$ cat config.mk
export PLATFORM = sky130hd
export DESIGN_NAME = digit_ram_writer
export DESIGN_NICKNAME = d
export VERILOG_FILES = /design/src/rtl/digit_pkg.sv /design/src/rtl/digit_entry_buf.sv /design/src/rtl/digit_ram_writer.sv
export SDC_FILE = /design/constraint.sdc
export NUM_CORES = 1
export LEC_CHECK = 0
export ABC_AREA = 0
export CAP_MARGIN = 20
export CORE_UTILIZATION = 54
export CTS_BUF_LIST = sky130_fd_sc_hd__clkbuf_4 sky130_fd_sc_hd__clkbuf_8
export CTS_CLUSTER_SIZE = 16
export DETAILED_ROUTE_END_ITERATION = 6
export PLACE_DENSITY = 0.9
export SYNTH_ARGS = -nofsm -noshare
export SYNTH_HDL_FRONTEND = slang
export SYNTH_SLANG_ARGS = --single-unit
$ cat constraint.sdc
create_clock -name clk -period 2.9 [get_ports clk]
set_clock_uncertainty 0.2 [all_clocks]
set_input_delay 0.58 -clock clk [delete_from_list [all_inputs] [get_ports clk]]
set_output_delay 0.58 -clock clk [all_outputs]
set_load 0.02 [all_outputs]
$ cat src/rtl/digit_pkg.sv
// Shared constants and types for the digit RAM write path.
package digit_pkg;

  localparam int unsigned ADDR_W  = 3;
  localparam int unsigned DATA_W  = 5;
  localparam int unsigned DIGIT_W = 4;

  // Digit code the seven-segment decoder renders as all segments off.
  localparam logic [DIGIT_W-1:0] BLANK = 4'd11;

  // Base addresses of the two number slots in the digit RAM.
  localparam logic [ADDR_W-1:0] SLOT_A = 3'b000;
  localparam logic [ADDR_W-1:0] SLOT_B = 3'b011;

  typedef enum logic [1:0] {
    IDLE,
    WR_TENS,
    WR_ONES,
    DONE
  } wr_state_t;

  // BCD range check for a keypad digit.
  function automatic logic digit_in_range(input logic [DIGIT_W-1:0] d);
    return d <= 4'd9;
  endfunction

endpackage

$ cat src/rtl/digit_entry_buf.sv
// Two-digit entry buffer: shifts in BCD digits (tens <- ones <- new),
// keeps only the last two, and counts entered digits saturating at 2.
module digit_entry_buf
  import digit_pkg::*;
#(
  parameter logic [3:0] BLANK_CODE = digit_pkg::BLANK
) (
  input  logic       clk,
  input  logic       rst_i,
  input  logic       shift_en_i,
  input  logic       clr_i,
  input  logic [3:0] digit_i,
  output logic [3:0] tens_o,
  output logic [3:0] ones_o,
  output logic [1:0] count_o,
  output logic       digit_ok_o
);

  logic [3:0] tens_q;
  logic [3:0] ones_q;
  logic [1:0] count_q;

  assign digit_ok_o = digit_in_range(digit_i);

  // Clear wins over a shift; out-of-range digits never enter the buffer.
  always_ff @(posedge clk or posedge rst_i) begin
    if (rst_i) begin
      tens_q  <= BLANK_CODE;
      ones_q  <= BLANK_CODE;
      count_q <= '0;
    end else if (clr_i) begin
      tens_q  <= BLANK_CODE;
      ones_q  <= BLANK_CODE;
      count_q <= '0;
    end else if (shift_en_i && digit_ok_o) begin
      tens_q <= ones_q;
      ones_q <= digit_i;
      if (count_q != 2'd2) begin
        count_q <= count_q + 2'd1;
      end
    end
  end

  assign tens_o  = tens_q;
  assign ones_o  = ones_q;
  assign count_o = count_q;

endmodule

$ cat src/rtl/digit_ram_writer.sv
// Collects a two-digit number from the keypad and, on commit, writes it to
// the digit RAM as two consecutive words (tens at slot base, ones at base+1).
module digit_ram_writer #(
  parameter int unsigned        ADDR_W = digit_pkg::ADDR_W,
  parameter int unsigned        DATA_W = digit_pkg::DATA_W,
  parameter int unsigned        BLANK  = 32'(digit_pkg::BLANK),
  parameter logic [ADDR_W-1:0]  SLOT_A = digit_pkg::SLOT_A,
  parameter logic [ADDR_W-1:0]  SLOT_B = digit_pkg::SLOT_B
) (
  input  logic              clk,
  input  logic              reset,
  input  logic              digit_valid,
  input  logic [3:0]        digit,
  input  logic              clear,
  input  logic              commit,
  input  logic [ADDR_W-1:0] slot,
  output logic              we,
  output logic [ADDR_W-1:0] adr,
  output logic [DATA_W-1:0] value,
  output logic              busy,
  output logic              done,
  output logic              err
);

  import digit_pkg::*;

  wr_state_t         state_q;
  logic              we_q;
  logic [ADDR_W-1:0] adr_q;
  logic [DATA_W-1:0] value_q;
  logic              busy_q;
  logic              done_q;
  logic              err_q;
  logic              err_d;
  logic [ADDR_W-1:0] base_q;
  logic [3:0]        ones_w_q;

  logic [3:0]        buf_tens;
  logic [3:0]        buf_ones;
  logic [1:0]        buf_count;
  logic              buf_digit_ok;
  logic              buf_shift;
  logic              buf_clr;

  logic              in_idle;
  logic              slot_ok;
  logic              commit_ok;

  digit_entry_buf #(
    .BLANK_CODE (4'(BLANK))
  ) u_buf (
    .clk        (clk),
    .rst_i      (reset),
    .shift_en_i (buf_shift),
    .clr_i      (buf_clr),
    .digit_i    (digit),
    .tens_o     (buf_tens),
    .ones_o     (buf_ones),
    .count_o    (buf_count),
    .digit_ok_o (buf_digit_ok)
  );

  // Input arbitration: commit > clear > digit, and any strobe while busy is an error.
  // DONE accepts input like IDLE: the buffer was already blanked on entry to DONE.
  always_comb begin
    in_idle   = (state_q == IDLE) || (state_q == DONE);
    slot_ok   = (slot == SLOT_A) || (slot == SLOT_B);
    commit_ok = in_idle && commit && slot_ok && (buf_count != '0);
    buf_shift = in_idle && digit_valid && !clear && !commit;
    buf_clr   = (in_idle && clear && !commit) || (state_q == WR_ONES);
    err_d     = 1'b0;
    if (in_idle) begin
      if (commit) begin
        err_d = !commit_ok || digit_valid || clear;
      end else begin
        err_d = digit_valid && !clear && !buf_digit_ok;
      end
    end else begin
      err_d = digit_valid || clear || commit;
    end
  end

  // Write sequencer with registered RAM port and status outputs.
  always_ff @(posedge clk or posedge reset) begin
    if (reset) begin
      state_q  <= IDLE;
      we_q     <= 1'b0;
      adr_q    <= '0;
      value_q  <= '0;
      busy_q   <= 1'b0;
      done_q   <= 1'b0;
      err_q    <= 1'b0;
      base_q   <= '0;
      ones_w_q <= '0;
    end else begin
      err_q  <= err_d;
      done_q <= 1'b0;
      case (state_q)
        IDLE, DONE: begin
          we_q   <= 1'b0;
          busy_q <= 1'b0;
          state_q <= IDLE;
          if (commit_ok) begin
            // Tens word goes out directly; ones is held for the next cycle.
            state_q  <= WR_TENS;
            we_q     <= 1'b1;
            busy_q   <= 1'b1;
            adr_q    <= slot;
            value_q  <= DATA_W'(buf_tens);
            base_q   <= slot;
            ones_w_q <= buf_ones;
          end
        end
        WR_TENS: begin
          state_q <= WR_ONES;
          we_q    <= 1'b1;
          busy_q  <= 1'b1;
          adr_q   <= base_q + ADDR_W'(1);
          value_q <= DATA_W'(ones_w_q);
        end
        WR_ONES: begin
          state_q <= DONE;
          we_q    <= 1'b0;
          busy_q  <= 1'b0;
          done_q  <= 1'b1;
        end
        default: begin
          state_q <= IDLE;
          we_q    <= 1'b0;
          busy_q  <= 1'b0;
        end
      endcase
    end
  end

  assign we    = we_q;
  assign adr   = adr_q;
  assign value = value_q;
  assign busy  = busy_q;
  assign done  = done_q;
  assign err   = err_q;

endmodule
Run 1, routed metal, one color a layer:
(10 px per um) Only two layers are drawn.
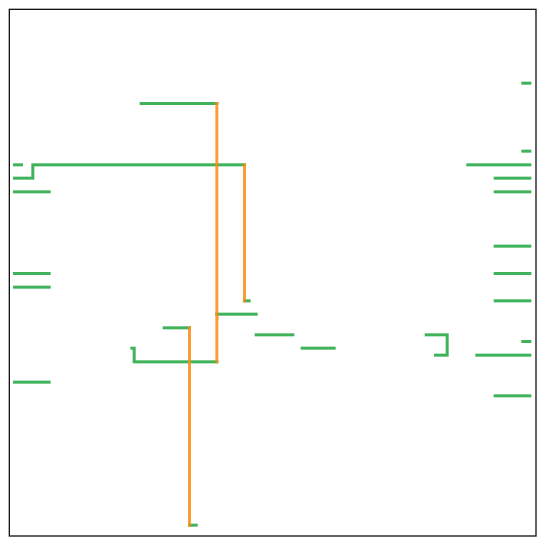
[green] M3 | wire length: 110 um
[orange] M4 | wire length: 59.2 um

Run 1, track usage over the die:
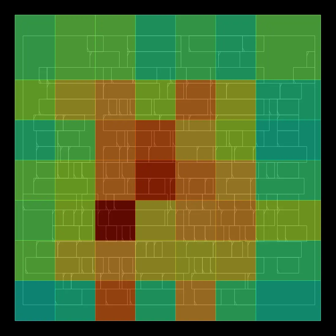
final design utilization: 0.730
GRT Util Overall: 0.216
met2 usage in global routing: 0.365

Run 1, sequential cells colored by netlist name:
(10 px per um)
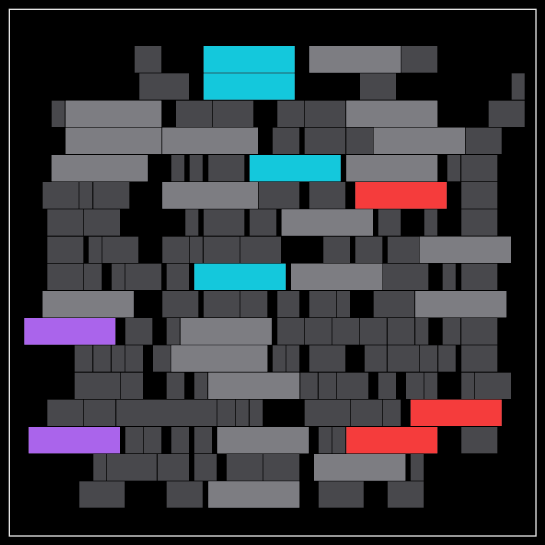
[cyan] ones_w_q | placed flops: 4 | where: top middle
[purple] u_buf.count_o | placed flops: 2
[red] adr | placed flops: 3
sequential fraction of total cell area: 0.433
Sequential Area: 733 sq um
Power Sequential: 0.000570 W

==> flow_summary.html, run 1 <==
<h2>Synthesis and place &amp; route</h2>
<table>
<tr><th>Metric</th><th>Value</th></tr>
<tr><th colspan="2">Run status</th></tr>
<tr><td>Status</td><td>completed</td></tr>
<tr><th colspan="2">Critical path</th></tr>
<tr><td>Worst r2r dst</td><td>u_buf.count_o[1]</td></tr>
<tr><td>Startpoint kind of the worst setup timing path</td><td>flop</td></tr>
<tr><td>Worst setup path category</td><td>flop to flop</td></tr>
<tr><td>Required arrival time at the worst endpoint</td><td>2.95 ns</td></tr>
<tr><td>Kind of end point of the critical path</td><td>flop</td></tr>
<tr><td>Worst path max stage delay</td><td>0.55 ns</td></tr>
<tr><td>Worst path top cell family by delay</td><td>simple AND/OR/NAND/NOR gates</td></tr>
<tr><td>Critical Path Slowest Stage Cell</td><td>or3b_2</td></tr>
<tr><td>Crit. path cell count</td><td>6</td></tr>
<tr><td>Worst reg2reg path startpoint</td><td>state_q[0]</td></tr>
<tr><td>Arrival time at the worst endpoint</td><td>2.29 ns</td></tr>
<tr><td>Worst Reg-to-Reg Cells</td><td>6</td></tr>
<tr><td>Cell-by-cell listing of the critical path</td><td>inv_1, ha_1, and2b_2, nand3_1, or3b_2, a21oi_1</td></tr>
<tr><td>Register-to-register setup slack</td><td>0.66 ns</td></tr>
<tr><td>Max FO, Critical Path</td><td>9</td></tr>
<tr><td>Buffering stage count on the worst path with inverters included</td><td>1</td></tr>
<tr><th colspan="2">Power and ir drop</th></tr>
<tr><td>IR Drop Worst-Case VDD</td><td>0.592 mV</td></tr>
<tr><td>Logic gate share of total power</td><td>0.394</td></tr>
<tr><td>Leakage</td><td>0.782 nW</td></tr>
<tr><td>Sw Share</td><td>0.342</td></tr>
<tr><td>Net switching component of the power</td><td>0.000478 W</td></tr>
<tr><td>Cell-internal power</td><td>0.000920 W</td></tr>
<tr><td>Sequential share of power</td><td>0.407</td></tr>
<tr><td>Cell Pwr Density</td><td>827 nW/um^2</td></tr>
<tr><td>Final total power</td><td>0.00140 W</td></tr>
<tr><td>Power share of the clock group</td><td>0.198</td></tr>
<tr><th colspan="2">Min path</th></tr>
<tr><td>End point of the worst hold path</td><td>ones_w_q[3]</td></tr>
<tr><td>Number of cells on the worst hold path</td><td>1</td></tr>
<tr><td>HP Start</td><td>ones_w_q[3]</td></tr>
<tr><td>Hold/Removal Path Class</td><td>flop to flop</td></tr>
<tr><th colspan="2">Flow run</th></tr>
<tr><td>Total of max-cap violations</td><td>0</td></tr>
<tr><td>Tool warnings</td><td>28</td></tr>
<tr><th colspan="2">Final timing</th></tr>
<tr><td>Unrepaired setup endpoints after global routing</td><td>no</td></tr>
<tr><td>Post-route fraction of the period consumed by the critical path</td><td>0.774</td></tr>
<tr><td>Final setup fails</td><td>0</td></tr>
<tr><td>Final count of hold timing violations</td><td>0</td></tr>
<tr><td>Final min period</td><td>2.24 ns</td></tr>
<tr><td>Max Clock Freq</td><td>0.446 GHz</td></tr>
<tr><td>Pin slew with the least headroom to its limit</td><td>0.637 ns</td></tr>
<tr><td>Total Neg Setup Slack</td><td>0 ns</td></tr>
<tr><td>Max-slew headroom</td><td>0.575</td></tr>
<tr><td>Max-slew violation count</td><td>0</td></tr>
<tr><th colspan="2">Drt</th></tr>
<tr><td>DRC violation count after routing</td><td>0</td></tr>
<tr><td>Wire length after detailed routing</td><td>2420 um</td></tr>
<tr><td>Vias</td><td>986</td></tr>
<tr><td>ANT nets after route</td><td>0</td></tr>
<tr><td>Detailed-router iteration count before antenna repair</td><td>4</td></tr>
<tr><td>DRC marker count from the first detailed-route iteration</td><td>10</td></tr>
<tr><td>Detailed-route vias per instance</td><td>5.54</td></tr>
<tr><td>DR WL/cell</td><td>13.6 um</td></tr>
<tr><th colspan="2">Yosys</th></tr>
<tr><td>Top post-synthesis cells by count</td><td>dfrtp_1 (23), nand2_1 (13), o21ai_0 (12)</td></tr>
<tr><td>Largest area contributor in the netlist</td><td>dfrtp_1</td></tr>
<tr><td>Total of warnings raised by yosys</td><td>0</td></tr>
<tr><td>Share of the synthesized area in the top cell type</td><td>0.417</td></tr>
<tr><td>Yosys stat chip area</td><td>1380 sq um</td></tr>
<tr><td>Most instantiated flip-flop cell in the synthesis netlist</td><td>dfrtp_1</td></tr>
<tr><td>Sequential-to-total area share from yosys stat</td><td>0.532</td></tr>
<tr><td>Largest cells by area after synthesis</td><td>dfrtp_1 (42%), dfstp_2 (11%), mux2i_1 (5.8%)</td></tr>
<tr><td>Total standard cell area after synthesis</td><td>1380 sq um</td></tr>
<tr><td>Number of instances in the synthesized netlist</td><td>122</td></tr>
<tr><td>Flops out of synthesis</td><td>29</td></tr>
<tr><td>Mean cell area of the mapped netlist</td><td>11.3 sq um</td></tr>
<tr><td>Total cells reported by yosys after synthesis</td><td>122</td></tr>
<tr><td>Post-synthesis cell type with the largest instance count</td><td>dfrtp_1</td></tr>
<tr><td>Synth cell types</td><td>33</td></tr>
<tr><td>Async S/R FF share, synth</td><td>1.00</td></tr>
<tr><td>Number of synthesized flops with an enable pin</td><td>0</td></tr>
<tr><td>Synth Net Count</td><td>139</td></tr>
<tr><th colspan="2">CTS</th></tr>
<tr><td>Total clock buffers created by CTS</td><td>5</td></tr>
<tr><td>Buffer depth of the longest clock path</td><td>2</td></tr>
<tr><td>Post-CTS setup repair buffer count</td><td>0</td></tr>
<tr><td>Clock-pin slew on the worst setup and hold paths</td><td>0.10 ns</td></tr>
<tr><td>Clock insertion delay at the later pin of the skew report</td><td>0.32 ns</td></tr>
<tr><td>CTS tree</td><td>built</td></tr>
<tr><td>Sinks on Clock Net</td><td>29</td></tr>
<tr><td>Post-CTS Hold Fix Bufs</td><td>0</td></tr>
<tr><td>H-tree depth</td><td>2</td></tr>
<tr><td>Count of instances resized after the clock tree is built</td><td>0</td></tr>
<tr><td>Root Buffer Master</td><td>clkbuf_4</td></tr>
<tr><th colspan="2">GRT</th></tr>
<tr><td>Via count of the first global-routing pass</td><td>986</td></tr>
<tr><td>Antenna violations before repair</td><td>0</td></tr>
<tr><td>Overflow left after global routing</td><td>0</td></tr>
<tr><td>Pin count of the biggest net entering global routing</td><td>19</td></tr>
<tr><td>Wire length of the first global-routing pass</td><td>4170 um</td></tr>
<tr><th colspan="2">Place</th></tr>
<tr><td>Instance area after placement</td><td>1620 sq um</td></tr>
<tr><td>HPWL after detailed placement</td><td>1860 um</td></tr>
<tr><td>Placed Cells incl. Taps</td><td>170</td></tr>
<tr><td>Routability cong.</td><td>0.752</td></tr>
<tr><td>Port-buffer cells</td><td>22</td></tr>
<tr><th colspan="2">Floorplan</th></tr>
<tr><td>Placeable core area</td><td>2320 sq um</td></tr>
<tr><td>Die Wd</td><td>52.5 um</td></tr>
<tr><td>Starting density of the core</td><td>0.595</td></tr>
<tr><td>I/O pins</td><td>24</td></tr>
<tr><td>Chip area</td><td>2760 sq um</td></tr>
<tr><td>Height of the chip</td><td>52.5 um</td></tr>
<tr><td>Std cell rows</td><td>17</td></tr>
<tr><th colspan="2">Final layout</th></tr>
<tr><td>Non-filler cells in the finished layout</td><td>178</td></tr>
<tr><td>Proportion of layout cells with a drive suffix above 1</td><td>0.220</td></tr>
<tr><td>Net count reported at finish</td><td>166</td></tr>
<tr><td>Count of filler cells inserted in the layout</td><td>166</td></tr>
<tr><td>Diodes inserted</td><td>0</td></tr>
<tr><td>Area overhead of the layout relative to synthesis</td><td>22.7%</td></tr>
<tr><td>Post-route cell area</td><td>1690 sq um</td></tr>
</table>
run 1: final cells by class:
cell class	instances	area, sq um	area share
Sequential cell	29	733	0.433
Clock buffer	7	65.1	0.0385
Inverter	10	37.5	0.0222
Tap cell	28	35.0	0.0207
Timing Repair Buffer	25	243	0.143
Clock inverter	1	5.00	0.00296
Multi-Input combinational cell	78	573	0.339
run 1: cells by family (layout without fill, tap and decap cells):
kind of cell	Yosys count	after routing	share of synthesized area
AND/OR/NAND/NOR	34	34	0.152
XOR/XNOR	2	2	0.0127
buffers and inverters	15	43	0.0526
multiplexers	12	12	0.0907
flip-flops	29	29	0.532
adder cells (fa/ha/maj)	5	5	0.0454
AND-OR/OR-AND	24	24	0.112
other	1	1	0.00272
run 1: metrics by stage:
step	worst slack, ns	hold slack (ns)
2_1_floorplan	0.895	0.270
3_3_place_gp	0.389	0.281
3_5_place_dp	0.337	0.294
4_1_cts	0.660	0.315
5_1_grt	0.539	0.339
6_report	0.657	0.314
run 1: sequential cells by signal (all words and copies together), names as in the netlist:
| register | count |
|---|---|
| adr | 3 |
| base_q | 3 |
| busy | 1 |
| done | 1 |
| err | 1 |
| ones_w_q | 4 |
| state_q | 2 |
| u_buf.count_o | 2 |
| u_buf.ones_o | 4 |
| u_buf.tens_o | 4 |
| value | 4 |
run 1: cell usage in the layout, fill, tap and decap left out, types with 2 or more instances in the layout:
cell,count
dfrtp_1,23
clkdlybuf4s50_1,22
nand2_1,13
o21ai_0,12
inv_1,10
mux2i_1,8
dfstp_2,6
a21oi_1,5
ha_1,5
clkbuf_4,5
or3_2,4
mux2_2,4
nand3b_1,3
o221a_2,3
nor2_1,3
buf_4,3
or3_1,2
o211a_1,2
clkbuf_8,2
run 1: per-layer routing:
layer | global-route usage | share of wire | wire length [um] | up-vias
met2 | 0.365 | 0.50 | 1200 | 28
li1 | - | - | - | 477
met3 | 0.0783 | 0.046 | 110 | 7
met5 | 0 | 0 | 0 | -
met4 | 0.110 | 0.024 | 59 | 0
met1 | 0.236 | 0.43 | 1040 | 474
run 1: power groups by stage:
| stage | combinational [W] | sequential (W) | clock (W) |
|---|---|---|---|
| detailed placement | 0.000554 | 0.000578 | 0 |
| global placement | 0.000536 | 0.000568 | 0 |
| finish | 0.000551 | 0.000570 | 0.000277 |
| global route | 0.000606 | 0.000577 | 0.000304 |
| floorplan | 0.000267 | 0.000637 | 0 |
| CTS | 0.000556 | 0.000570 | 0.000281 |
run 1: worst max-delay path by stage:
stage / start / endpoint / slack, ns
2_1_floorplan: state_q[0] / value[3] / 0.90
3_3_place_gp: commit / u_buf.count_o[1] / 0.39
3_5_place_dp: commit / u_buf.count_o[1] / 0.34
4_1_cts: state_q[0] / u_buf.count_o[1] / 0.66
5_1_grt: state_q[0] / u_buf.count_o[1] / 0.54
6_report: state_q[0] / u_buf.count_o[1] / 0.66
run 1: worst register-to-register path, cell delays in order (launching register included):
cell and delay (ns):
dfrtp_1 0.36, inv_1 0.05, ha_1 0.39, and2b_2 0.21
nand3_1 0.28, or3b_2 0.55, a21oi_1 0.13
Run 1, signal wires on met3:
(8 px per um) Cells faint in the background.
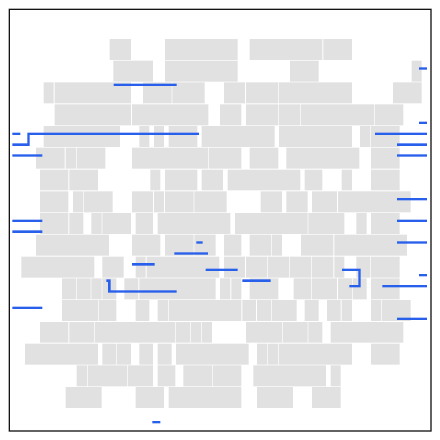

--- run 2 (diff from run 1) ---
--- a/config.mk
+++ b/config.mk
@@ -7,11 +7,11 @@
 export LEC_CHECK = 0
 export ABC_AREA = 0
 export CAP_MARGIN = 20
-export CORE_UTILIZATION = 54
+export CORE_UTILIZATION = 49
 export CTS_BUF_LIST = sky130_fd_sc_hd__clkbuf_4 sky130_fd_sc_hd__clkbuf_8
 export CTS_CLUSTER_SIZE = 16
 export DETAILED_ROUTE_END_ITERATION = 6
-export PLACE_DENSITY = 0.9
+export PLACE_DENSITY = 0.87
 export SYNTH_ARGS = -nofsm -noshare
 export SYNTH_HDL_FRONTEND = slang
 export SYNTH_SLANG_ARGS = --single-unit
==> constraint.sdc (replaced) <==
create_clock -name clk -period 1.9 [get_ports clk]
set_clock_uncertainty 0.2 [all_clocks]
set_input_delay 0.38 -clock clk [delete_from_list [all_inputs] [get_ports clk]]
set_output_delay 0.38 -clock clk [all_outputs]
set_load 0.02 [all_outputs]
Run 2, signal wires on met3:
(6 px per um) Cells faint in the background.
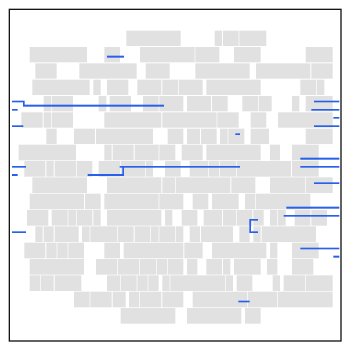
longest straight run: 23.2 um
share of all routed wire: 4.3%
vias: 1051
met3 demand-to-capacity share in global routing: 0.0601
wire length after detailed routing: 2860 um

==> run 2 against run 1 <==
Global-route usage is 2.0 points higher; cell count increased by 13%; combinational power rose by 85%; sequential share of layout area fell by 5.2 points; sequential cell count unchanged; clock-buffer cell count increased by 1; clock power increased by 53%; wire length up 19%; utilization up 1.9 points; non-clock buffer count rose by 20; critical endpoint is now adr[0].
==> flow_summary.html, run 2 <==
<h2>Synthesis and place &amp; route</h2>
<table>
<tr><th>Metric</th><th>Value</th></tr>
<tr><th colspan="2">Final layout</th></tr>
<tr><td>Post-route cell area</td><td>1920 sq um (was 1690 sq um)</td></tr>
<tr><td>Area overhead of the layout relative to synthesis</td><td>39.4% (was 22.7%)</td></tr>
<tr><td>Proportion of layout cells with a drive suffix above 1</td><td>0.345 (was 0.220)</td></tr>
<tr><td>Diodes inserted</td><td>0 (unchanged)</td></tr>
<tr><td>Final design utilization</td><td>0.749 (was 0.730)</td></tr>
<tr><td>Non-filler cells in the finished layout</td><td>201 (was 178)</td></tr>
<tr><td>Leading cell types in the layout, fill and taps excluded</td><td>dfrtp_1 (23), buf_4 (23), nand2_1 (12), clkdlybuf4s50_1 (12) (was dfrtp_1 (23), clkdlybuf4s50_1 (22), nand2_1 (13))</td></tr>
<tr><td>Net count reported at finish</td><td>187 (was 166)</td></tr>
<tr><td>Count of filler cells inserted in the layout</td><td>178 (was 166)</td></tr>
<tr><th colspan="2">CTS</th></tr>
<tr><td>Total clock buffers created by CTS</td><td>5 (unchanged)</td></tr>
<tr><td>Sinks on Clock Net</td><td>29 (unchanged)</td></tr>
<tr><td>Buffer depth of the longest clock path</td><td>2 (unchanged)</td></tr>
<tr><td>Clock-pin slew on the worst setup and hold paths</td><td>0.09 ns (was 0.10 ns)</td></tr>
<tr><td>Clock insertion delay at the later pin of the skew report</td><td>0.33 ns (was 0.32 ns)</td></tr>
<tr><td>CTS tree</td><td>built (unchanged)</td></tr>
<tr><td>H-tree depth</td><td>2 (unchanged)</td></tr>
<tr><td>Root Buffer Master</td><td>clkbuf_4 (unchanged)</td></tr>
<tr><th colspan="2">Flow run</th></tr>
<tr><td>Tool warnings</td><td>30 (was 28)</td></tr>
<tr><td>Total of max-cap violations</td><td>0 (unchanged)</td></tr>
<tr><th colspan="2">Final timing</th></tr>
<tr><td>Final min period</td><td>1.88 ns (was 2.24 ns)</td></tr>
<tr><td>Max Clock Freq</td><td>0.533 GHz (was 0.446 GHz)</td></tr>
<tr><td>Final count of hold timing violations</td><td>0 (unchanged)</td></tr>
<tr><td>Unrepaired setup endpoints after global routing</td><td>yes (was no)</td></tr>
<tr><td>Final setup fails</td><td>0 (unchanged)</td></tr>
<tr><td>Worst hold margin</td><td>0.215 ns (was 0.314 ns)</td></tr>
<tr><td>Post-route fraction of the period consumed by the critical path</td><td>0.987 (was 0.774)</td></tr>
<tr><td>Max-slew violation count</td><td>0 (unchanged)</td></tr>
<tr><th colspan="2">GRT</th></tr>
<tr><td>Overflow left after global routing</td><td>0 (unchanged)</td></tr>
<tr><td>Wire length of the first global-routing pass</td><td>4840 um (was 4170 um)</td></tr>
<tr><td>Antenna violations before repair</td><td>0 (unchanged)</td></tr>
<tr><td>GRT Util Overall</td><td>0.237 (was 0.216)</td></tr>
<tr><td>Via count of the first global-routing pass</td><td>1154 (was 986)</td></tr>
<tr><td>Pin count of the biggest net entering global routing</td><td>30 (was 19)</td></tr>
<tr><th colspan="2">Place</th></tr>
<tr><td>Port-buffer cells</td><td>22 (unchanged)</td></tr>
<tr><td>Instance area after placement</td><td>1770 sq um (was 1620 sq um)</td></tr>
<tr><td>Placed Cells incl. Taps</td><td>190 (was 170)</td></tr>
<tr><td>Routability cong.</td><td>0.761 (was 0.752)</td></tr>
<tr><td>HPWL after detailed placement</td><td>2090 um (was 1860 um)</td></tr>
<tr><th colspan="2">Yosys</th></tr>
<tr><td>Share of the synthesized area in the top cell type</td><td>0.417 (unchanged)</td></tr>
<tr><td>Post-synthesis cell type with the largest instance count</td><td>dfrtp_1 (unchanged)</td></tr>
<tr><td>Mean cell area of the mapped netlist</td><td>11.3 sq um (unchanged)</td></tr>
<tr><td>Synth Net Count</td><td>139 (unchanged)</td></tr>
<tr><td>Number of synthesized flops with an enable pin</td><td>0 (unchanged)</td></tr>
<tr><td>Total cells reported by yosys after synthesis</td><td>122 (unchanged)</td></tr>
<tr><td>Flops out of synthesis</td><td>29 (unchanged)</td></tr>
<tr><td>Top post-synthesis cells by count</td><td>dfrtp_1 (23), nand2_1 (13), o21ai_0 (12) (unchanged)</td></tr>
<tr><td>Number of instances in the synthesized netlist</td><td>122 (unchanged)</td></tr>
<tr><td>Async S/R FF share, synth</td><td>1.00 (unchanged)</td></tr>
<tr><td>Sequential-to-total area share from yosys stat</td><td>0.532 (unchanged)</td></tr>
<tr><td>Yosys stat chip area</td><td>1380 sq um (unchanged)</td></tr>
<tr><td>Largest area contributor in the netlist</td><td>dfrtp_1 (unchanged)</td></tr>
<tr><td>Synth cell types</td><td>33 (unchanged)</td></tr>
<tr><td>Total of warnings raised by yosys</td><td>0 (unchanged)</td></tr>
<tr><td>Largest cells by area after synthesis</td><td>dfrtp_1 (42%), dfstp_2 (11%), mux2i_1 (5.8%) (unchanged)</td></tr>
<tr><td>Most instantiated flip-flop cell in the synthesis netlist</td><td>dfrtp_1 (unchanged)</td></tr>
<tr><td>Total standard cell area after synthesis</td><td>1380 sq um (unchanged)</td></tr>
<tr><th colspan="2">Drt</th></tr>
<tr><td>DRC violation count after routing</td><td>0 (unchanged)</td></tr>
<tr><td>DRC marker count from the first detailed-route iteration</td><td>26 (was 10)</td></tr>
<tr><td>ANT nets after route</td><td>0 (unchanged)</td></tr>
<tr><td>Detailed-route vias per instance</td><td>5.23 (was 5.54)</td></tr>
<tr><td>DR WL/cell</td><td>14.2 um (was 13.6 um)</td></tr>
<tr><td>Detailed-router iteration count before antenna repair</td><td>4 (unchanged)</td></tr>
<tr><th colspan="2">Critical path</th></tr>
<tr><td>Critical Path Slowest Stage Cell</td><td>or3_2 (was or3b_2)</td></tr>
<tr><td>Worst setup path category</td><td>flop to flop (unchanged)</td></tr>
<tr><td>Arrival time at the worst endpoint</td><td>1.89 ns (was 2.29 ns)</td></tr>
<tr><td>Kind of end point of the critical path</td><td>flop (unchanged)</td></tr>
<tr><td>Cell-by-cell listing of the critical path</td><td>ha_4, nand4bb_4, or3_2, a21oi_1, a311oi_2 (was inv_1, ha_1, and2b_2, nand3_1, or3b_2, a21oi_1)</td></tr>
<tr><td>Startpoint kind of the worst setup timing path</td><td>flop (unchanged)</td></tr>
<tr><td>Required arrival time at the worst endpoint</td><td>1.91 ns (was 2.95 ns)</td></tr>
<tr><td>Max FO, Critical Path</td><td>5 (was 9)</td></tr>
<tr><td>Worst path max stage delay</td><td>0.46 ns (was 0.55 ns)</td></tr>
<tr><th colspan="2">Min path</th></tr>
<tr><td>Hold/Removal Path Class</td><td>primary input to async pin (was flop to flop)</td></tr>
<tr><th colspan="2">Floorplan</th></tr>
<tr><td>Height of the chip</td><td>55.0 um (was 52.5 um)</td></tr>
<tr><td>Die Wd</td><td>55.0 um (was 52.5 um)</td></tr>
<tr><td>Placeable core area</td><td>2570 sq um (was 2320 sq um)</td></tr>
<tr><td>Chip area</td><td>3030 sq um (was 2760 sq um)</td></tr>
<tr><td>I/O pins</td><td>24 (unchanged)</td></tr>
<tr><td>Std cell rows</td><td>18 (was 17)</td></tr>
<tr><td>Starting density of the core</td><td>0.537 (was 0.595)</td></tr>
<tr><th colspan="2">Power and ir drop</th></tr>
<tr><td>Leakage</td><td>1.01 nW (was 0.782 nW)</td></tr>
<tr><td>Final total power</td><td>0.00231 W (was 0.00140 W)</td></tr>
<tr><td>IR Drop Worst-Case VDD</td><td>0.979 mV (was 0.592 mV)</td></tr>
<tr><td>Cell Pwr Density</td><td>1200 nW/um^2 (was 827 nW/um^2)</td></tr>
<tr><th colspan="2">Run status</th></tr>
<tr><td>Status</td><td>completed (unchanged)</td></tr>
</table>
Run 2, metal 1:
(10 px per um) Supply wires on this layer in gray. Cells faint in the background.
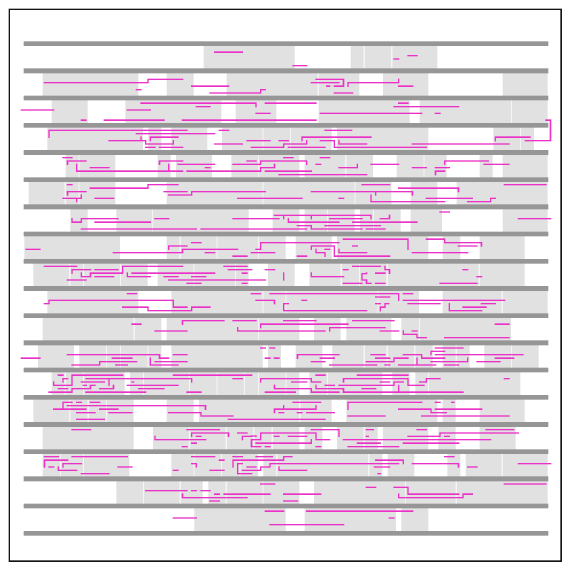
wire length on this layer: 1230 um
longest straight run: 14.7 um
nets with wire on the layer: 166
share of all routed wire: 43%
main direction: horizontal

==> run 2: cell counts after synthesis <==
No cell type changed its count.
==> run 2: critical path: cells and delay by family, from the launching register on <==
kind | cells | cell delay [ns]
DFF | 1 | 0.41
AOI/OAI and AO/OA | 2 | 0.26
and+or+nand+nor | 2 | 0.59
adders and majority gates | 1 | 0.30
==> run 2: layout make-up <==
class	count	area, sq um	area share
inverter	10	37.5	0.0195
multi-input combinational	79	629	0.327
sequential	29	733	0.382
clock buffer	8	66.3	0.0345
timing repair buffer	45	418	0.217
tap	30	37.5	0.0195
==> run 2: path summary, 6_finish.rpt <==
kind / start / end / slack, ns / cells past startpoint
min in group clk: ones_w_q[0] / ones_w_q[0] / 0.32 / 1
worst max register to register: state_q[1] / adr[0] / 0.02 / 5
worst min register to register: ones_w_q[0] / ones_w_q[0] / 0.32 / 1
worst max-delay path: state_q[1] / adr[0] / 0.02 / 5
worst min-delay path: reset / adr[2] / 0.21 / 3
max in group asynchronous: reset / u_buf.ones_o[0] / 0.97 / 3
==> run 2: per-stage QoR <==
stage | setup slack, ns | TNS [ns]
floorplan | -0.0288 | -0.0545
global placement | -0.280 | -3.37
detailed placement | -0.365 | -4.78
CTS | 0.000164 | 0
global route | -0.0671 | -0.262
finish | 0.0244 | 0
==> run 2: what timing repair did <==
| item | 4_1_cts | 5_1_grt |
|---|---|---|
| hold buffers | 0 | 0 |
| buffers inserted | 2 | 0 |
| gates cloned | 1 | 0 |
| hold endpoints to repair | 0 | 0 |
| pin swaps | 3 | 1 |
| resized | 5 | 17 |
| endpoints found under the setup margin | 5 | 20 |
==> run 2: per-layer routing <==
layer	GRT usage	part of all wire	vias to the layer above
met5	0	0	-
met1	0.253	0.43	505
met4	0.113	0.016	0
li1	-	-	517
met3	0.0601	0.042	5
met2	0.430	0.51	24
==> run 2: cell families after synthesis <==
group | Yosys count | share of synthesized area
compound gates | 24 | 0.112
xor+xnor | 2 | 0.0127
simple gates | 34 | 0.152
other cells | 1 | 0.00272
buf+inv | 15 | 0.0526
fa+ha+maj | 5 | 0.0454
mux | 12 | 0.0907
flops | 29 | 0.532
==> run 2: where the power goes <==
group | internal [W] | switching (W)
Sequential | 0.000782 | 0.0000809
Combinational | 0.000538 | 0.000485
Clock | 0.000211 | 0.000212
Total | 0.00153 | 0.000777
Run 2, routed metal, one color a layer:
(8 px per um) Only two layers are drawn.
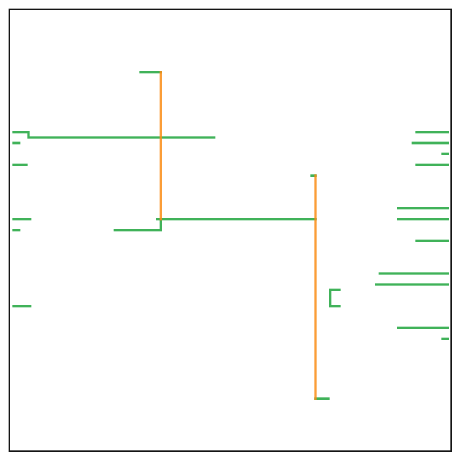

--- run 3 (diff from run 2) ---
--- a/config.mk
+++ b/config.mk
@@ -7,6 +7,7 @@
 export LEC_CHECK = 0
 export ABC_AREA = 0
 export CAP_MARGIN = 20
+export CORE_MARGIN = 2
 export CORE_UTILIZATION = 49
 export CTS_BUF_LIST = sky130_fd_sc_hd__clkbuf_4 sky130_fd_sc_hd__clkbuf_8
 export CTS_CLUSTER_SIZE = 16
@@ -15,3 +16,4 @@
 export SYNTH_ARGS = -nofsm -noshare
 export SYNTH_HDL_FRONTEND = slang
 export SYNTH_SLANG_ARGS = --single-unit
+export TNS_END_PERCENT = 20
Run 3, routed metal, one color a layer:
(8 px per um) Only two layers are drawn.
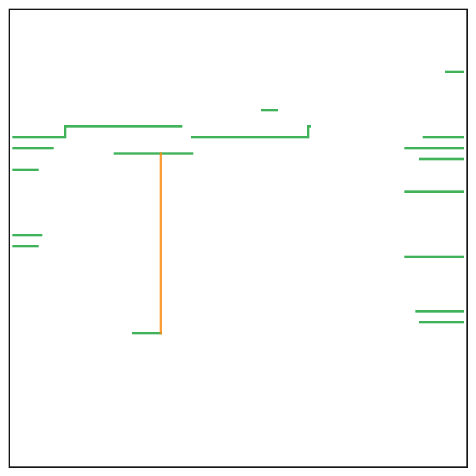
[green] M3 | wire length: 112 um
[orange] M4 | wire length: 22.4 um
wire length after detailed routing: 3040 um
GRT Util Overall: 0.199
DR WL/cell: 15.1 um
vias: 1063

==> run 3 against run 2 <==
The run now ends with negative setup slack left; utilization down 3.0 points; cell count unchanged; clock-buffer cell count down 1; register-to-register slack worse by 0.03 ns; hold slack better by 0.0048 ns; via count up 1.1%; wire length up 6.0%; area after synthesis unchanged; design area up 1.3%; sequential share of layout area down 0.49 points; clock power up 27%; critical endpoint is now value[1]; largest cell class unchanged.
==> flow_summary.html, run 3 <==
<h2>Synthesis and place &amp; route</h2>
<table>
<tr><th>Metric</th><th>Value</th></tr>
<tr><th colspan="2">Critical path</th></tr>
<tr><td>Worst r2r dst</td><td>value[1] (was adr[0])</td></tr>
<tr><td>Worst reg2reg path startpoint</td><td>state_q[0] (was state_q[1])</td></tr>
<tr><td>Startpoint kind of the worst setup timing path</td><td>flop (unchanged)</td></tr>
<tr><td>Worst setup path category</td><td>flop to flop (unchanged)</td></tr>
<tr><td>Kind of end point of the critical path</td><td>flop (unchanged)</td></tr>
<tr><td>Worst Reg-to-Reg Cells</td><td>6 (was 5)</td></tr>
<tr><td>Max FO, Critical Path</td><td>8 (was 5)</td></tr>
<tr><td>Arrival time at the worst endpoint</td><td>1.92 ns (was 1.89 ns)</td></tr>
<tr><td>Required arrival time at the worst endpoint</td><td>1.92 ns (was 1.91 ns)</td></tr>
<tr><td>Register-to-register setup slack</td><td>-0.005 ns (was 0.02 ns)</td></tr>
<tr><th colspan="2">CTS</th></tr>
<tr><td>Buffer depth of the longest clock path</td><td>2 (unchanged)</td></tr>
<tr><td>Clock insertion delay at the later pin of the skew report</td><td>0.32 ns (was 0.33 ns)</td></tr>
<tr><td>Root Buffer Master</td><td>clkbuf_4 (unchanged)</td></tr>
<tr><td>Total clock buffers created by CTS</td><td>5 (unchanged)</td></tr>
<tr><td>Post-CTS Hold Fix Bufs</td><td>0 (unchanged)</td></tr>
<tr><td>Clock-pin slew on the worst setup and hold paths</td><td>0.09 ns (about the same)</td></tr>
<tr><td>H-tree depth</td><td>2 (unchanged)</td></tr>
<tr><td>Sinks on Clock Net</td><td>29 (unchanged)</td></tr>
<tr><td>CTS tree</td><td>built (unchanged)</td></tr>
<tr><th colspan="2">Power and ir drop</th></tr>
<tr><td>Cell Pwr Density</td><td>1250 nW/um^2 (was 1200 nW/um^2)</td></tr>
<tr><td>Leakage</td><td>1.01 nW (about the same)</td></tr>
<tr><td>IR Drop Worst-Case VDD</td><td>0.748 mV (was 0.979 mV)</td></tr>
<tr><th colspan="2">Final timing</th></tr>
<tr><td>Final setup fails</td><td>1 (was 0)</td></tr>
<tr><td>Max-slew violation count</td><td>0 (unchanged)</td></tr>
<tr><td>Final count of hold timing violations</td><td>0 (unchanged)</td></tr>
<tr><td>Max Clock Freq</td><td>0.525 GHz (was 0.533 GHz)</td></tr>
<tr><td>Post-route fraction of the period consumed by the critical path</td><td>1.00 (was 0.987)</td></tr>
<tr><td>Setup WS post-layout</td><td>-0.00460 ns (was 0.0244 ns)</td></tr>
<tr><td>Final min period</td><td>1.90 ns (was 1.88 ns)</td></tr>
<tr><td>Unrepaired setup endpoints after global routing</td><td>yes (unchanged)</td></tr>
<tr><th colspan="2">Yosys</th></tr>
<tr><td>Post-synthesis xor/xnor area fraction</td><td>0.0127 (unchanged)</td></tr>
<tr><td>Flops out of synthesis</td><td>29 (unchanged)</td></tr>
<tr><td>Share of the synthesized area in the top cell type</td><td>0.417 (unchanged)</td></tr>
<tr><td>Synth cell types</td><td>33 (unchanged)</td></tr>
<tr><td>Sequential-to-total area share from yosys stat</td><td>0.532 (unchanged)</td></tr>
<tr><td>Largest area contributor in the netlist</td><td>dfrtp_1 (unchanged)</td></tr>
<tr><td>Number of synthesized flops with an enable pin</td><td>0 (unchanged)</td></tr>
<tr><td>Post-synthesis cell type with the largest instance count</td><td>dfrtp_1 (unchanged)</td></tr>
<tr><td>Yosys stat chip area</td><td>1380 sq um (unchanged)</td></tr>
<tr><td>Total cells reported by yosys after synthesis</td><td>122 (unchanged)</td></tr>
<tr><td>Largest family of logic cells by area</td><td>simple AND/OR/NAND/NOR gates (unchanged)</td></tr>
<tr><td>Synth Net Count</td><td>139 (unchanged)</td></tr>
<tr><td>Share of synthesized cell area in and, or, nand and nor gates</td><td>0.152 (unchanged)</td></tr>
<tr><td>Total standard cell area after synthesis</td><td>1380 sq um (unchanged)</td></tr>
<tr><td>Top post-synthesis cells by count</td><td>dfrtp_1 (23), nand2_1 (13), o21ai_0 (12) (unchanged)</td></tr>
<tr><td>Total of warnings raised by yosys</td><td>0 (unchanged)</td></tr>
<tr><td>Async S/R FF share, synth</td><td>1.00 (unchanged)</td></tr>
<tr><td>Most instantiated flip-flop cell in the synthesis netlist</td><td>dfrtp_1 (unchanged)</td></tr>
<tr><td>Compound-gate portion of the synthesized area</td><td>0.112 (unchanged)</td></tr>
<tr><td>Mean cell area of the mapped netlist</td><td>11.3 sq um (unchanged)</td></tr>
<tr><td>Largest cells by area after synthesis</td><td>dfrtp_1 (42%), dfstp_2 (11%), mux2i_1 (5.8%) (unchanged)</td></tr>
<tr><td>Multiplexer share</td><td>0.0907 (unchanged)</td></tr>
<tr><td>Number of instances in the synthesized netlist</td><td>122 (unchanged)</td></tr>
<tr><td>Fraction of the mapped netlist area in adder cells</td><td>0.0454 (unchanged)</td></tr>
<tr><th colspan="2">Final layout</th></tr>
<tr><td>Leading cell types in the layout, fill and taps excluded</td><td>dfrtp_1 (23), buf_4 (21), nand2_1 (13), clkdlybuf4s50_1 (13), o21ai_0 (10) (was dfrtp_1 (23), buf_4 (23), nand2_1 (12), clkdlybuf4s50_1 (12))</td></tr>
<tr><td>Area overhead of the layout relative to synthesis</td><td>41.2% (was 39.4%)</td></tr>
<tr><td>Diodes inserted</td><td>0 (unchanged)</td></tr>
<tr><td>Final design utilization</td><td>0.718 (was 0.749)</td></tr>
<tr><td>Count of filler cells inserted in the layout</td><td>196 (was 178)</td></tr>
<tr><td>Proportion of layout cells with a drive suffix above 1</td><td>0.353 (was 0.345)</td></tr>
<tr><td>Non-filler cells in the finished layout</td><td>201 (unchanged)</td></tr>
<tr><td>Net count reported at finish</td><td>186 (was 187)</td></tr>
<tr><td>Most instantiated logic cell after routing</td><td>dfrtp_1</td></tr>
<tr><th colspan="2">Run status</th></tr>
<tr><td>Failing checks</td><td>negative setup slack</td></tr>
<tr><td>Status</td><td>finished with violations (was completed)</td></tr>
<tr><th colspan="2">Drt</th></tr>
<tr><td>DRC violation count after routing</td><td>0 (unchanged)</td></tr>
<tr><td>DRC marker count from the first detailed-route iteration</td><td>27 (was 26)</td></tr>
<tr><td>Detailed-route vias per instance</td><td>5.29 (was 5.23)</td></tr>
<tr><td>ANT nets after route</td><td>0 (unchanged)</td></tr>
<tr><td>Detailed-router iteration count before antenna repair</td><td>4 (unchanged)</td></tr>
<tr><th colspan="2">Floorplan</th></tr>
<tr><td>Chip area</td><td>3250 sq um (was 3030 sq um)</td></tr>
<tr><td>Height of the chip</td><td>57.0 um (was 55.0 um)</td></tr>
<tr><td>I/O pins</td><td>24 (unchanged)</td></tr>
<tr><td>Die Wd</td><td>57.0 um (was 55.0 um)</td></tr>
<tr><td>Std cell rows</td><td>19 (was 18)</td></tr>
<tr><td>Placeable core area</td><td>2710 sq um (was 2570 sq um)</td></tr>
<tr><td>Starting density of the core</td><td>0.509 (was 0.537)</td></tr>
<tr><th colspan="2">Flow run</th></tr>
<tr><td>Tool warnings</td><td>31 (was 30)</td></tr>
<tr><td>Total of max-cap violations</td><td>0 (unchanged)</td></tr>
<tr><th colspan="2">GRT</th></tr>
<tr><td>Antenna violations before repair</td><td>0 (unchanged)</td></tr>
<tr><td>Wire length of the first global-routing pass</td><td>4950 um (was 4840 um)</td></tr>
<tr><td>Via count of the first global-routing pass</td><td>1102 (was 1154)</td></tr>
<tr><td>Pin count of the biggest net entering global routing</td><td>30 (unchanged)</td></tr>
<tr><td>Overflow left after global routing</td><td>0 (unchanged)</td></tr>
<tr><th colspan="2">Place</th></tr>
<tr><td>Routability cong.</td><td>0.786 (was 0.761)</td></tr>
<tr><td>Post-placement worst setup slack</td><td>-0.346 ns (was -0.365 ns)</td></tr>
<tr><td>HPWL after detailed placement</td><td>2230 um (was 2090 um)</td></tr>
<tr><td>Placed Cells incl. Taps</td><td>190 (unchanged)</td></tr>
<tr><td>Port-buffer cells</td><td>22 (unchanged)</td></tr>
<tr><th colspan="2">Min path</th></tr>
<tr><td>Hold/Removal Path Class</td><td>primary input to async pin (unchanged)</td></tr>
</table>
Run 3, metal 1:
(10 px per um) Supply wires on this layer in gray. Cells faint in the background.
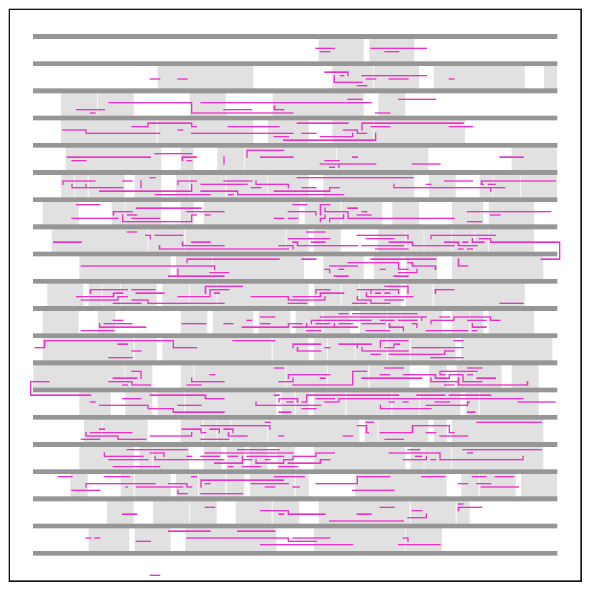
main direction: horizontal
share of all routed wire: 40%
wire length on this layer: 1210 um
nets with wire on the layer: 165
GR Util met1: 0.222

## run 3: routing by layer
layer	global-route usage	part of all wire	vias up
met2	0.373	0.56	20
li1	-	-	512
met3	0.0476	0.037	2
met4	0.0598	0.0072	0
met5	0	0	-
met1	0.222	0.40	529
## run 3: final cells by class
| cell class | instances | area [sq um] | area share |
|---|---|---|---|
| Tap cell | 31 | 38.8 | 0.0199 |
| Timing Repair Buffer | 45 | 423 | 0.217 |
| Multi-Input combinational cell | 78 | 626 | 0.321 |
| Sequential cell | 29 | 733 | 0.377 |
| Clock inverter | 1 | 30.0 | 0.0154 |
| Clock buffer | 7 | 58.8 | 0.0302 |
| Inverter | 10 | 37.5 | 0.0193 |
## run 3: power breakdown
part           switching (W)  internal, W
clock               0.000210     0.000328
sequential         0.0000901     0.000782
combinational       0.000488     0.000529
total               0.000788      0.00164
## run 3: per-stage QoR
stage                     setup TNS, ns  hold WS [ns]  total power, W  area [sq um]
final                          -0.00460         0.219         0.00243          1950
after global routing             -0.308         0.275         0.00256          1950
after CTS                        -0.193         0.224         0.00244          1880
after detailed placement          -4.73         0.295         0.00188          1770
after global placement            -3.44         0.286         0.00184          1770
after floorplan                 -0.0545         0.254         0.00141          1390
## run 3: worst max-delay path: stages (launching register included)
cell       delay (ns)
dfrtp_1          0.38
inv_2            0.06
ha_4             0.28
nand4bb_4        0.13
or2_4            0.28
or3_4            0.33
o221a_2          0.13
## run 3: worst max-delay path by stage
| stage | from | end | slack, ns | depth (start not counted) |
|---|---|---|---|---|
| after floorplan | state_q[1] | value[3] | -0.03 | 6 |
| after global placement | commit | value[0] | -0.28 | 5 |
| after detailed placement | commit | value[0] | -0.35 | 5 |
| after CTS | state_q[0] | value[1] | -0.07 | 6 |
| after global routing | state_q[0] | value[1] | -0.05 | 6 |
| final | state_q[0] | value[1] | -0.005 | 6 |
## run 3: kinds of logic after synthesis
family	Yosys count
AND/OR/NAND/NOR	34
flip-flops	29
AND-OR/OR-AND	24
buffers and inverters	15
multiplexers	12
adder cells (fa/ha/maj)	5
XOR/XNOR	2
other	1
## run 3: repair_timing
| item | in CTS | in global routing |
|---|---|---|
| setup buffers | 2 | 1 |
| pin swaps | 4 | 5 |
| gates cloned | 0 | 0 |
| setup endpoints to repair | 8 | 19 |
| resized | 5 | 19 |
Power figures rest on the tool's default switching activity, not on a simulated workload.
